==> config.mk <==
export PLATFORM = sky130hd
export DESIGN_NAME = mux_bus_arbiter
export DESIGN_NICKNAME = d
export VERILOG_FILES = /design/src/rtl/mux_bus_arbiter.sv
export SDC_FILE = /design/constraint.sdc
export NUM_CORES = 1
export LEC_CHECK = 0
export CORE_MARGIN = 1.5
export CORE_UTILIZATION = 55
export DETAILED_ROUTE_END_ITERATION = 8
export PLACE_DENSITY_LB_ADDON = 0.2
export RECOVER_POWER = 50
export SETUP_SLACK_MARGIN = 0.5
export SLEW_MARGIN = 25
export SYNTH_ARGS = -nofsm -noshare
export SYNTH_HDL_FRONTEND = slang
export SYNTH_SLANG_ARGS = --single-unit
==> constraint.sdc <==
create_clock -name clock -period 2.65 [get_ports clock]
set_clock_uncertainty 0.1 [all_clocks]
set_input_delay 0.53 -clock clock [delete_from_list [all_inputs] [get_ports clock]]
set_output_delay 0.53 -clock clock [all_outputs]
set_load 0.01 [all_outputs]
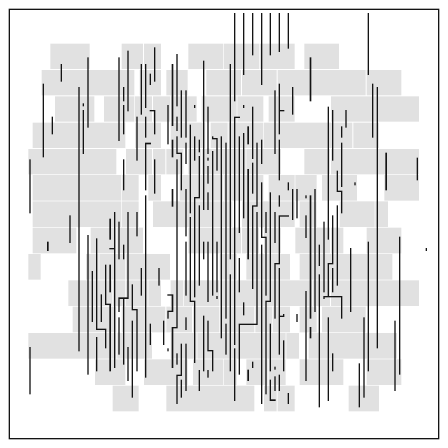
**Above:** M2 wires.
Cells faint in the background.
- longest straight run: 27.2 um
- wire length on this layer: 1040 um
- nets with wire on the layer: 100
via count: 805
GRT met2 Usage: 0.324
DRT Wirelength: 2130 um

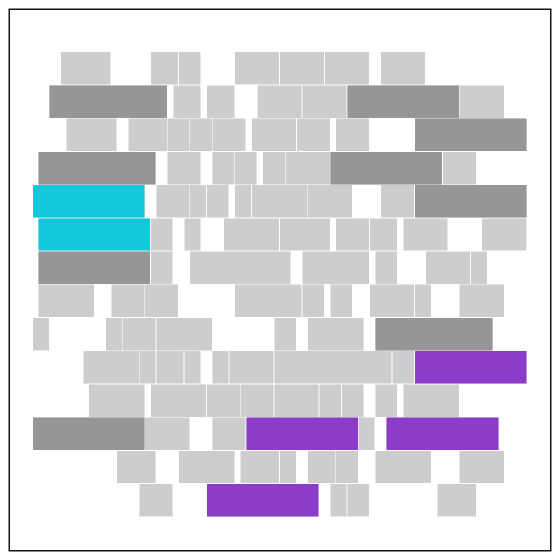
**Above:** where the registers sit.
Other sequential cells in the stronger grey, the rest of the logic in the fainter grey.
- r_cnt: purple (placed flops 4)
- sel: cyan (placed flops 2)
- not coloured: 9
flop share of the area: 0.324
P_seq: 403 uW
storage element area: 379 um^2
final core occ: 0.758

==> results.txt <==
status = completed
setup TNS = 0 ns
routed len/inst = 17.1 um
busiest grt layer = met2
Worst Path Arrival = 2.18 ns
Comb pwr share = 0.554
PostCTS Resize Cnt = 1
Slew headroom = 0.638
Switch Pwr = 515 uW
Tot GR Track Use = 0.218
Port Buf Inserts = 14
clk pwr = 135 uW
setup ws final = 0.559 ns
Startpoint Class = primary input
initial antenna violation count = 0
CTS clk-pin slew, worst paths = 0.10 ns
crit path buf inv count = 1
Die Ht = 44.2 um
clk latency late pin = 0.29 ns
Post-Synth AOI/OAI Area = 0.186
Pleak = 0.587 nW
Mux area share = 0.0696
Top cells excl fill/tap = 12 x dfrtp_1, 9 x inv_1, 9 x clkdlybuf4s50_1
io pins = 15
CP max stage cell = clkdlybuf4s50_1
worst ir drop on vdd = 0.000672 V
Post-DP Area = 1070 um^2
antenna diode count = 0
M1 GR Usage = 0.312
Detailed Routing Iterations Pass 1 = 4
# Cells Yosys = 90
Core Area = 1540 um^2
Pwr top = combinational cells
clock buf count = 3
CP required = 2.74 ns
worst reg2reg path depth = 6
Top logic family = AND-OR/OR-AND gates
Root Buffer Master = clkbuf_4
logic area = 543 um^2
CP Max Fanout = 6
minimum clock period = 2.09 ns
Main synth FF type = dfrtp_1
Slew Limit Fails = 0
Post-synth seq share = 0.406
Top Family by Delay on Critical Path = simple AND/OR/NAND/NOR gates
syn_area_per_cell = 10.4 um^2
Flops = 15
biggest area cells = dfrtp_1 32%, ha_1 9.4%, dfstp_2 8.4%, inv_1 3.6%, a21oi_1 3.2%
sw frac = 0.426
PwrDens = 1030 nW/um^2
Cell Type Count = 39
Synth Register Bits = 15
CTS tree = done
Synth top cell by count = dfrtp_1
Max-area cell class = logic gates
H-tree depth = 1
top cells by count, synth = 12 x dfrtp_1, 9 x inv_1, 7 x ha_1, 6 x a21oi_1, 6 x o21ai_0
Combinational Gates = 64
yosys stat chip area = 935 um^2
largest net degree at the start of global routing = 16
WL met3 = 114 um
total power = 1.21 mW
placed cell count = 117
fmax = 0.478 GHz
Place WS = 0.223 ns
Power is estimated from default activity; no workload was simulated.
